==> config.mk <==
export PLATFORM = sky130hd
export DESIGN_NAME = core_scheduler
export DESIGN_NICKNAME = d
export VERILOG_FILES = /design/src/rtl/core_scheduler.sv
export SDC_FILE = /design/constraint.sdc
export NUM_CORES = 1
export LEC_CHECK = 0
export CORE_ASPECT_RATIO = 1.2
export CORE_UTILIZATION = 36
export DETAILED_ROUTE_END_ITERATION = 8
export PLACE_DENSITY = 0.79
export SLEW_MARGIN = 20
export SYNTH_ARGS = -nofsm -noshare
export SYNTH_HDL_FRONTEND = slang
export SYNTH_SLANG_ARGS = --single-unit
==> constraint.sdc <==
create_clock -name clk -period 1.8 [get_ports clk]
set_input_delay 0.36 -clock clk [delete_from_list [all_inputs] [get_ports clk]]
set_output_delay 0.36 -clock clk [all_outputs]
set_load 0.02 [all_outputs]
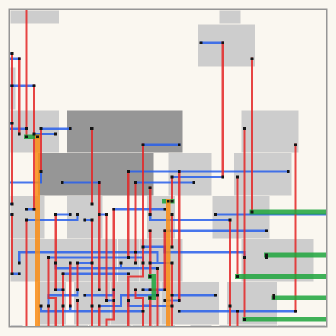
run_1/zoom.png
Region (30, 38) to (50, 58) um. Cells in grey, sequential cells in the stronger grey; small squares are vias.
legend:
  green:
    layer: met3
  orange:
    layer: met4
  blue:
    layer: met1
  red:
    layer: met2
cells with their middle in the window: 20
most frequent: clkdlybuf4s50_1 (4)
sequential cells in the window: 2

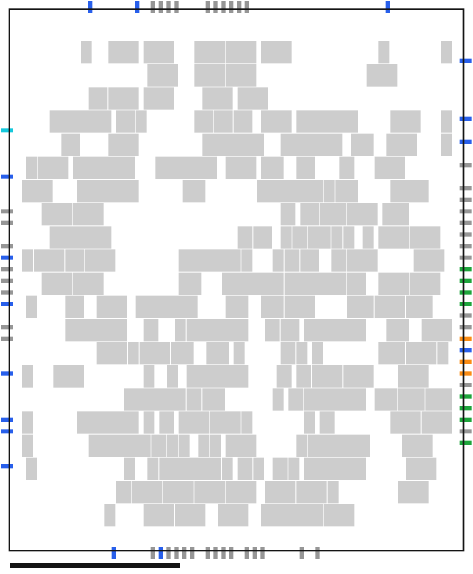
run_1/pins.png
Scale bar: 20 um. Pins as bars across the die edge, other pins in grey.
legend:
  blue:
    port: perf_cycles
    pins: 16
    direction: output
    edge: 7 west, 4 east, 3 north, 2 south
  orange:
    port: thread_count
    pins: 3
    direction: input
    edge: east
  cyan:
    port: clk
    pins: 1
    direction: input
    edge: west
  green:
    port: lsu_state
    pins: 8
    direction: input
    edge: east
die height: 63.4 um
Die W: 53.2 um
number of port buffers: 55

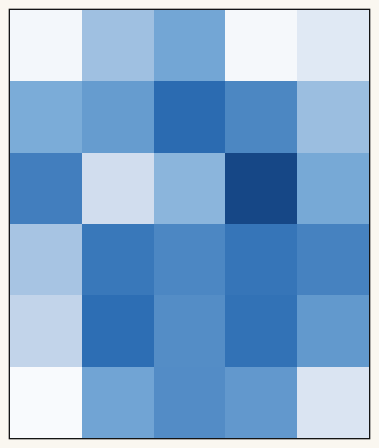
run_1/density.png
The die is cut into 5 by 6 equal tiles; white is low, dark blue is high, 0 to 100% covered.
mean over tiles: 49%
tiles over 75% full: 10%
emptiest ninth of the die: north-east
fullest tile: 91%
total core area: 2890 um^2
post-layout util: 58.6%
Starting Density: 39.2%

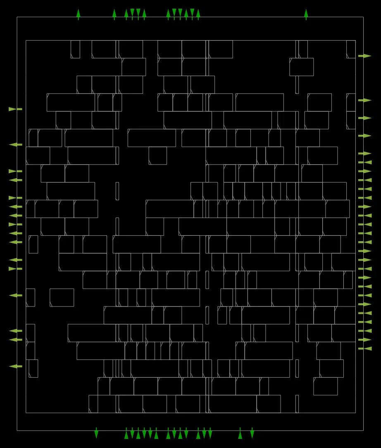
run_1/final_placement.png
Final Non-Filler Cells: 220
Seq/total area: 28.4%
tapcell count: 34

==> results.txt, run 1 <==
flow finished, numbers: routing usage on met1 about a fifth, YS warnings 0, DR iter-0 viols 14, CTS tree done, most frequent logic cell in the layout clkdlybuf4s50_1, max-slew violation count 0, post-place setup slack 95.8 ps, wl on met1 between 1000 and 1500 um, cycle use final between 90 and 100%, first-pass GRT wire length 4400 um, Layout non-clock buf frac 34.8%, Clk pwr share between 10% and 20%, Via Count 1,072, Main logic family simple AND/OR/NAND/NOR gates, max layer used met4, IO Pins roughly 72, DR WL met3 236 um, Cell area leaders dfxtp_1 42%, buf_4 11%, mux2i_1 8.0%, nand2_1 7.3%, a21oi_1 4.9%, clock buffer depth 2, nonclk buf count 60, Post-CTS Setup Bufs 0, Synth Cell Area 1130 um^2, Crit. End Element output port, Post-Synthesis Cells around 130, Layout area overhead 49.6%, non-clock inverter count 2, switching share of total power 30.9%, Mux area share 7.96%, chip area line of the yosys report roughly 1100 um^2, CP Depth 1, Layout clock buffers 3, area leader, netlist dfxtp_1, Worst VDD drop 0.484 mV, placed insts 217, critical path startpoint category register, crit path DAT 1330 ps, Reg power frac 50.0%, crit path buf inv count 1, post-route cell area 1690 um^2, cell type taking the most area non-clock buffers, hold depth 2, CP cell instances clkdlybuf4s50_1, Fin Setup TNS 0 ps, synthesized flop and latch total 24, grt met3 use 2.17%, CP Max Fanout 4, Post-CTS Resized 1, PnR worst setup slack roughly 110 ps, number of setup violations in the final report 0, P_seq 0.595 mW, Most common reg cell dfxtp_1, CP max stage delay 630 ps, Most Crowded Layer GR met2, placed inst area ~1700 um^2, most frequent cells in the layout 53 x clkdlybuf4s50_1, 24 x dfxtp_1, 22 x nand2_1, 16 x conb_1, 11 x a21oi_1, num sequential 24, Worst-Skew Late Latency 300 ps, clock sinks 24, gr usage total 17.2%, internal power 0.821 mW, number of logic gates 97, Avg WL per Cell 12.5 um, CP top delay family buffers and inverters, sequential share of the synthesized area between 40% and 50%, Crit path required time 1440 ps, total power density per cell area 702 nW/um^2, Top Consumer registers, Vias/cell 4.87, worst clock skew between 1.5 and 2 ps, drt drc 0, and-or/or-and share of the synthesized area 12.9%, worst-case hold slack roughly 470 ps, Final Hold Violation Tally 0, placer congestion estimate 0.847, Leak between 0.6 and 0.7 nW, Synth Area in Simple Gates just under 20%, # nets final about 220, dpl hpwl 2150 um, Adder Area Share 0%, die area 3370 um^2, Switch Pwr 0.368 mW, worst min path class reg -> reg, fmax approximately 0.59 GHz, top post-synthesis cells by count 24 x dfxtp_1, 22 x nand2_1, 16 x buf_4, grt total ovfl 0, CTS Hold Bufs 0, final WL approximately 2800 um, count of tool warnings 26, FF+latch area 480 um^2, Comb group 0.374 mW, maxcap violations 0, met2 routed wirelength ~1400 um, antenna violations before repair 0, CTS Buf Count 3, total power 1.19 mW, count leader, synth dfxtp_1, status finished, final reports clean, R2R Setup Slk 380 ps, cell depth of the worst flop-to-flop path 5, CP max-delay cell clkdlybuf4s50_1, H-tree Lvls 1, n_diodes 0, Multi-input gate area 552 um^2, Yosys top cell area share approximately 42%, Detailed Routing Iterations Pass 1 4, Clock Pin Slew Worst Setup and Hold Paths about 120 ps, Final Critical Period 1690 ps, flip-flops with a built-in enable 0, ys cells 129, xor and xnor fraction of the mapped netlist area around 3.1%, mean area per synthesized cell 8.78 um^2, Core Rows 21, Fillers 273, Power Clock 0.220 mW, asr flop ratio synth 0%, Logic pwr share a little under a third, Clock buf/inv share 1.33%, RSZ-0062 raised after global routing false, Comb area share 32.6%, GRT met2 Usage 29.4%, vias in the first global route 1,045, unique cell type count in the Yosys netlist 26, CTS root buf clkbuf_4, layout cell share with drive strength beyond 1 11.3%, kind of critical path reg -> out, largest net degree at the start of global routing 15, post-detailed-route count of antenna-violating nets 0
run_1/drive_strength.png
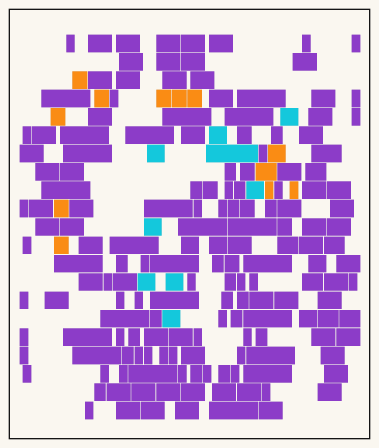

==> inputs of run 2 (changes only) <==
--- a/config.mk
+++ b/config.mk
@@ -5,10 +5,11 @@
 export SDC_FILE = /design/constraint.sdc
 export NUM_CORES = 1
 export LEC_CHECK = 0
+export CAP_MARGIN = 10
 export CORE_ASPECT_RATIO = 1.2
-export CORE_UTILIZATION = 36
+export CORE_UTILIZATION = 29
 export DETAILED_ROUTE_END_ITERATION = 8
-export PLACE_DENSITY = 0.79
+export DONT_BUFFER_PORTS = 1
 export SLEW_MARGIN = 20
 export SYNTH_ARGS = -nofsm -noshare
 export SYNTH_HDL_FRONTEND = slang
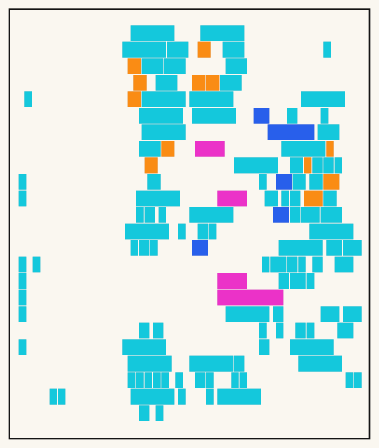
run_2/drive_strength.png
legend:
  cyan:
    size: drive 1 or less
    cells: 110
    share: 84%
  orange:
    size: drive 2
    cells: 12
    share: 9.2%
  magenta:
    size: drive 6 and up
    cells: 4
    share: 3.1%
  blue:
    size: drive 3 to 4
    cells: 5
    share: 3.8%
PnR worst setup slack: 198 ps
nonclk buf count: 4
post-route cell area: 1210 um^2

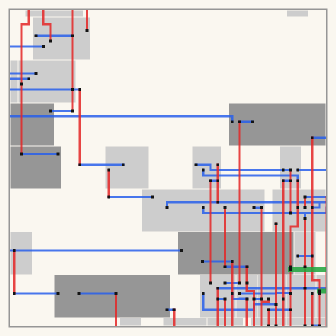
run_2/zoom.png
Region (34, 43) to (54, 63) um. Cells in grey, sequential cells in the stronger grey; small squares are vias.
legend:
  green:
    layer: met3
  blue:
    layer: met1
  red:
    layer: met2
sequential cells in the window: 3
cells with their middle in the window: 15
most frequent: dfxtp_1 (3)

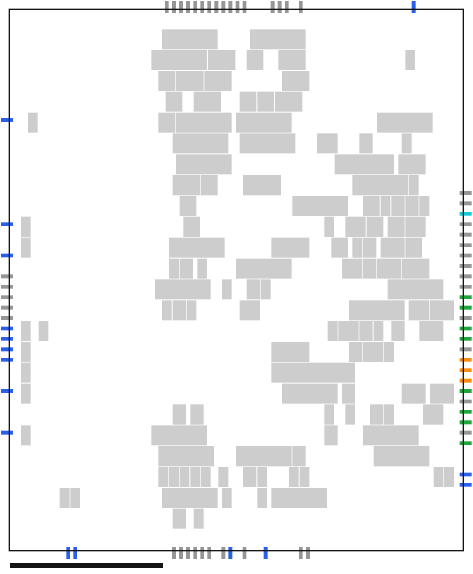
run_2/pins.png
Scale bar: 20 um. Pins as bars across the die edge, other pins in grey.
legend:
  green:
    port: lsu_state
    pins: 8
    direction: input
    edge: east
  cyan:
    port: clk
    pins: 1
    direction: input
    edge: east
  blue:
    port: perf_cycles
    pins: 16
    direction: output
    edge: 9 west, 4 south, 2 east, 1 north
  orange:
    port: thread_count
    pins: 3
    direction: input
    edge: east
all pins by edge: 27 east, 17 north, 14 south, 14 west
die height: 70.5 um
Die W: 59.0 um
number of port buffers: 0

==> run 2 against run 1 <==
Against the previous run:
- synthesized cell count unchanged
- setup slack improved by 92 ps
- clock power increased by 110%
- sequential cell count unchanged
- area after synthesis unchanged
- clock skew increased by 4.1 ps
==> results.txt, run 2 <==
flow finished, numbers: status finished, final reports clean, RSZ-0062 raised after global routing false, IO Pins 72 (unchanged), Switch Pwr 0.356 mW (-3.1%), most frequent cells in the layout 24 x dfxtp_1, 22 x nand2_1, 16 x conb_1, 11 x a21oi_1, 9 x mux2i_1, Starting Density 30.7% (-8.5 points), met2 routed wirelength 1200 um (-12%), max layer used met3, num sequential 24 (unchanged), Via Count 834 (-22%), CP Max Fanout 8 (+4), Fillers 387 (+42%), Comb area share 45.7% (+13 points), switching share of total power 27.8% (-3.1 points), Detailed Routing Iterations Pass 1 4 (unchanged), Synth Cell Area 1130 um^2 (unchanged), Final Critical Period 1600 ps (-92.5 ps), grt total ovfl 0 (unchanged), gr usage total 11.2% (-6.0 points), FF+latch area 480 um^2 (unchanged), # nets final 164 (-25%), Layout non-clock buf frac 2.49% (-32 points), H-tree Lvls 1 (unchanged), routing usage on met1 11.4% (-8.3 points), drt drc 0 (unchanged), final WL 2300 um (-17%), synthesized flop and latch total 24 (unchanged), YS warnings 0 (unchanged), CTS root buf clkbuf_8, DR WL met3 306 um (+30%), DR iter-0 viols 95 (+81), Leak 0.431 nW (-33%), Reg power frac 49.6% (-0.4 points), crit path buf inv count 2 (+1), internal power 0.926 mW (+13%), Seq/total area 39.8% (+11 points), antenna violations before repair 0 (unchanged), Crit path required time 1950 ps (+510 ps), maxcap violations 0 (unchanged), CTS Buf Count 3 (unchanged), Worst VDD drop 0.276 mV (-43%), most frequent logic cell in the layout dfxtp_1, layout cell share with drive strength beyond 1 16.0% (+4.7 points), chip area line of the yosys report 1130 um^2 (unchanged), cycle use final 89.0% (-5.1 points), number of setup violations in the final report 0 (unchanged), count leader, synth dfxtp_1, fmax 0.624 GHz (+5.8%), wl on met1 795 um (-28%), area leader, netlist dfxtp_1, R2R Setup Slk 200 ps (-180 ps), CTS tree done, Power Clock 0.460 mW (+110%), Clk pwr share 35.9% (+17 points), largest net degree at the start of global routing 17 (+2), Most Crowded Layer GR met2, Post-Synthesis Cells 129 (unchanged), Fin Setup TNS 0 ps (unchanged), Most common reg cell dfxtp_1, and-or/or-and share of the synthesized area 12.9% (unchanged), dpl hpwl 1880 um (-12%), Main logic family simple AND/OR/NAND/NOR gates, worst clock skew 6.10 ps (+4.14 ps), Crit. End Element register, Final Hold Violation Tally 0 (unchanged), post-place setup slack 201 ps (+106 ps), post-detailed-route count of antenna-violating nets 0 (unchanged), Comb group 0.187 mW (-50%), non-clock inverter count 2 (unchanged), worst-case hold slack 156 ps (-316 ps), number of logic gates 97 (unchanged), mean area per synthesized cell 8.78 um^2 (unchanged), CP top delay family flip-flops, CP Depth 5 (+4), Mux area share 7.96% (unchanged), unique cell type count in the Yosys netlist 26 (unchanged), flip-flops with a built-in enable 0 (unchanged), hold depth 1 (-1), total power density per cell area 1060 nW/um^2 (+51%), count of tool warnings 26 (unchanged), asr flop ratio synth 0% (unchanged), Post-CTS Resized 0 (-1), Layout area overhead 6.52%, critical path startpoint category register, placer congestion estimate 0.640 (-24%), grt met3 use 6.30% (+4.1 points), placed inst area 1130 um^2 (-32%), Worst-Skew Late Latency 260 ps (-40 ps), Core Rows 24 (+14%), n_diodes 0 (unchanged), P_seq 0.636 mW (+6.9%), clock buffer depth 2 (unchanged), Adder Area Share 0% (unchanged), max-slew violation count 0 (unchanged), Layout clock buffers 3 (unchanged), CP max-delay cell dfxtp_1, placed insts 179 (-18%), Cell area leaders dfxtp_1 42%, buf_4 11%, mux2i_1 8.0%, nand2_1 7.3%, a21oi_1 4.9%, Clock Pin Slew Worst Setup and Hold Paths 80 ps (-40 ps), sequential share of the synthesized area 42.4% (unchanged), post-layout util 32.7% (-26 points), Logic pwr share 14.6% (-17 points), Synth Area in Simple Gates 19.4% (unchanged), Multi-input gate area 552 um^2 (unchanged), crit path DAT 1750 ps (+420 ps), die area 4160 um^2 (+23%), first-pass GRT wire length 3570 um (-19%), Yosys top cell area share 42.4% (unchanged), CTS Hold Bufs 0 (unchanged), cell type taking the most area multi-input combinational cells, vias in the first global route 813 (-22%), ys cells 129 (unchanged), worst min path class in -> reg, tapcell count 52 (+53%)
Power figures rest on the tool's default switching activity, not on a simulated workload.
